`src/rtl/pll_reset_sequencer.sv`:
```
// Purpose : turns the asynchronous PLL LOCK into a clean, guarded active-low reset for the PLLOUTCORE domain.
// Latency : sresetn rises SYNC_STAGES+LOCK_STABLE_CYCLES+RESET_HOLD_CYCLES+1 edges after a steady lock; falls within SYNC_STAGES+1 edges of a loss.
// Backpressure: none; free-running status outputs, no handshake.
module pll_reset_sequencer #(
  parameter int SYNC_STAGES        = 2,
  parameter int LOCK_STABLE_CYCLES = 1024,
  parameter int RESET_HOLD_CYCLES  = 16,
  parameter int LOSS_CNT_WIDTH     = 8
) (
  input  logic                      clk,
  input  logic                      aresetn,
  input  logic                      pll_lock,
  output logic                      sresetn,
  output logic                      ready,
  output logic                      lock_lost,
  output logic [LOSS_CNT_WIDTH-1:0] relock_count
);

  // One counter is shared by the stability and hold phases, so size it for the longer one.
  localparam int CNT_MAX = (LOCK_STABLE_CYCLES > RESET_HOLD_CYCLES) ? LOCK_STABLE_CYCLES : RESET_HOLD_CYCLES;
  localparam int CNT_W   = $clog2(CNT_MAX) + 1;

  localparam logic [CNT_W-1:0] STABLE_LAST = CNT_W'(LOCK_STABLE_CYCLES - 1);
  localparam logic [CNT_W-1:0] HOLD_LAST   = CNT_W'(RESET_HOLD_CYCLES - 1);
  localparam logic [CNT_W-1:0] CNT_ONE     = CNT_W'(1);
  localparam logic [LOSS_CNT_WIDTH-1:0] LOSS_ONE = LOSS_CNT_WIDTH'(1);

  typedef enum logic [1:0] {
    S_WAIT_LOCK = 2'd0,
    S_STABILISE = 2'd1,
    S_HOLD      = 2'd2,
    S_RUN       = 2'd3
  } state_t;

  logic [SYNC_STAGES-1:0]    r_sync;
  logic                      w_lock_s;

  state_t                    r_state;
  state_t                    w_state_nxt;
  logic [CNT_W-1:0]          r_cnt;
  logic [CNT_W-1:0]          w_cnt_nxt;

  logic                      r_sresetn;
  logic                      r_lock_lost;
  logic [LOSS_CNT_WIDTH-1:0] r_relock_count;
  logic                      w_lost_nxt;
  logic [LOSS_CNT_WIDTH-1:0] w_relock_nxt;
  logic                      w_relock_sat;

  // Bring pll_lock into the clk domain; only the last stage is ever used.
  always_ff @(posedge clk or negedge aresetn) begin
    if (!aresetn) begin
      r_sync <= '0;
    end else begin
      r_sync <= {r_sync[SYNC_STAGES-2:0], pll_lock};
    end
  end

  assign w_lock_s     = r_sync[SYNC_STAGES-1];
  assign w_relock_sat = (r_relock_count == {LOSS_CNT_WIDTH{1'b1}});

  // State, counter and all outputs are registered so downstream never sees a combinational reset.
  always_ff @(posedge clk or negedge aresetn) begin
    if (!aresetn) begin
      r_state        <= S_WAIT_LOCK;
      r_cnt          <= '0;
      r_sresetn      <= 1'b0;
      r_lock_lost    <= 1'b0;
      r_relock_count <= '0;
    end else begin
      r_state        <= w_state_nxt;
      r_cnt          <= w_cnt_nxt;
      r_sresetn      <= (w_state_nxt == S_RUN);
      r_lock_lost    <= w_lost_nxt;
      r_relock_count <= w_relock_nxt;
    end
  end

  // Next-state logic: any lock drop wins over a phase completing, so a late drop never releases reset.
  always_comb begin
    w_state_nxt  = r_state;
    w_cnt_nxt    = r_cnt;
    w_lost_nxt   = 1'b0;
    w_relock_nxt = r_relock_count;
    case (r_state)
      S_WAIT_LOCK: begin
        w_cnt_nxt = '0;
        if (w_lock_s) begin
          w_state_nxt = S_STABILISE;
        end
      end
      S_STABILISE: begin
        if (!w_lock_s) begin
          w_state_nxt = S_WAIT_LOCK;
          w_cnt_nxt   = '0;
        end else if (r_cnt == STABLE_LAST) begin
          w_state_nxt = S_HOLD;
          w_cnt_nxt   = '0;
        end else begin
          w_cnt_nxt = r_cnt + CNT_ONE;
        end
      end
      S_HOLD: begin
        if (!w_lock_s) begin
          w_state_nxt = S_WAIT_LOCK;
          w_cnt_nxt   = '0;
        end else if (r_cnt == HOLD_LAST) begin
          w_state_nxt = S_RUN;
          w_cnt_nxt   = '0;
        end else begin
          w_cnt_nxt = r_cnt + CNT_ONE;
        end
      end
      S_RUN: begin
        w_cnt_nxt = '0;
        if (!w_lock_s) begin
          w_state_nxt = S_WAIT_LOCK;
          w_lost_nxt  = 1'b1;
          if (!w_relock_sat) begin
            w_relock_nxt = r_relock_count + LOSS_ONE;
          end
        end
      end
      default: begin
        w_state_nxt = S_WAIT_LOCK;
        w_cnt_nxt   = '0;
      end
    endcase
  end

  assign sresetn      = r_sresetn;
  assign ready        = r_sresetn;
  assign lock_lost    = r_lock_lost;
  assign relock_count = r_relock_count;

endmodule
```
`config.mk`:
```
export PLATFORM = sky130hd
export DESIGN_NAME = pll_reset_sequencer
export DESIGN_NICKNAME = d
export VERILOG_FILES = /design/src/rtl/pll_reset_sequencer.sv
export SDC_FILE = /design/constraint.sdc
export NUM_CORES = 1
export LEC_CHECK = 0
export CORE_MARGIN = 4
export CORE_UTILIZATION = 41
export CTS_CLUSTER_DIAMETER = 150
export CTS_CLUSTER_SIZE = 28
export DETAILED_ROUTE_END_ITERATION = 7
export PLACE_DENSITY = 0.65
export SYNTH_ARGS = -nofsm -noshare
export SYNTH_HDL_FRONTEND = slang
export SYNTH_SLANG_ARGS = --single-unit
```
`constraint.sdc`:
```
create_clock -name clk -period 1.6 [get_ports clk]
set_clock_uncertainty 0.15 [all_clocks]
set_input_delay 0.48 -clock clk [delete_from_list [all_inputs] [get_ports clk]]
set_output_delay 0.48 -clock clk [all_outputs]
set_load 0.1 [all_outputs]
```
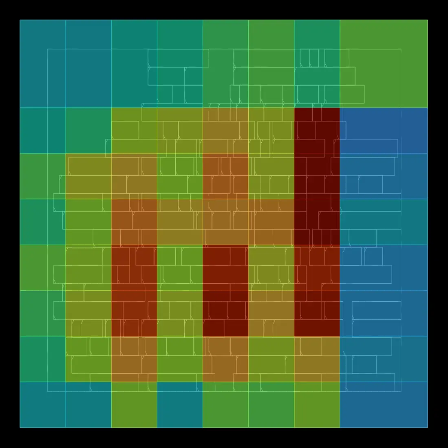
*Routing congestion*
GR Util met2: 29.30%
busiest grt layer: met2

==> impl_metrics.ini <==
; flow metrics
[run_status]
status = complete, but fails checks
violations = negative setup slack

[pwr]
power.switching_mw = 0.2274
comb_power_share_pct = 5.6
maxPowerGroup = sequential cells

[synth]
yosys_cells = 106
ys_sh_simple_pct = 22.68
top_cells_by_area = dfrtp_1 53%, xnor2_1 8.2%, nor2_1 3.5%, nand2_1 3.2%, xor2_1 2.2%
common_cells = 25 x dfrtp_1, 11 x nor2_1, 11 x xnor2_1
ys_warn_count = 0
flop_cell = dfrtp_1

[cells_and_area]
mostFrequentLayoutCells = 30 x buf_4, 14 x dfrtp_1, 12 x buf_12, 11 x xnor2_1, 9 x buf_6
largest_reg_flops = 11
biggestCellCategory = registers

[detailed_routing]
antenna_left = 0
drc_errors = 0

[worst_setup_path]
slowest_stage = dfrtp_4
crit_buf_inv = 2
worst_path_largest_cell_delay_ns = 0.51

[sta]
fmax_mhz = 569.9
slew_headroom_pct = 77.42
setup_violations = 22
fin_ws_ns = -0.1546

[placement]
post_dp_cell_area_um2 = 1663
gp_congestion = 0.7314

[cts]
cts.sinks = 25
holdBufCountCts = 0

[die]
tap_cells = 31

[hold_path]
min_to = r_sync[1]
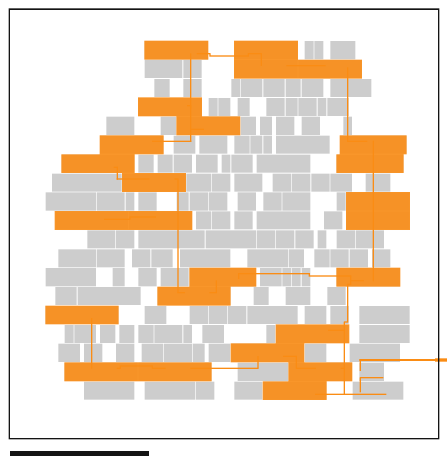
*I/O nets highlighted*
Bar = 20 um.
Key: orange = `aresetn` [direction input, end cells 25, buffers 2, wire 206 um]
I/O pins: 14
PortBufs: 13

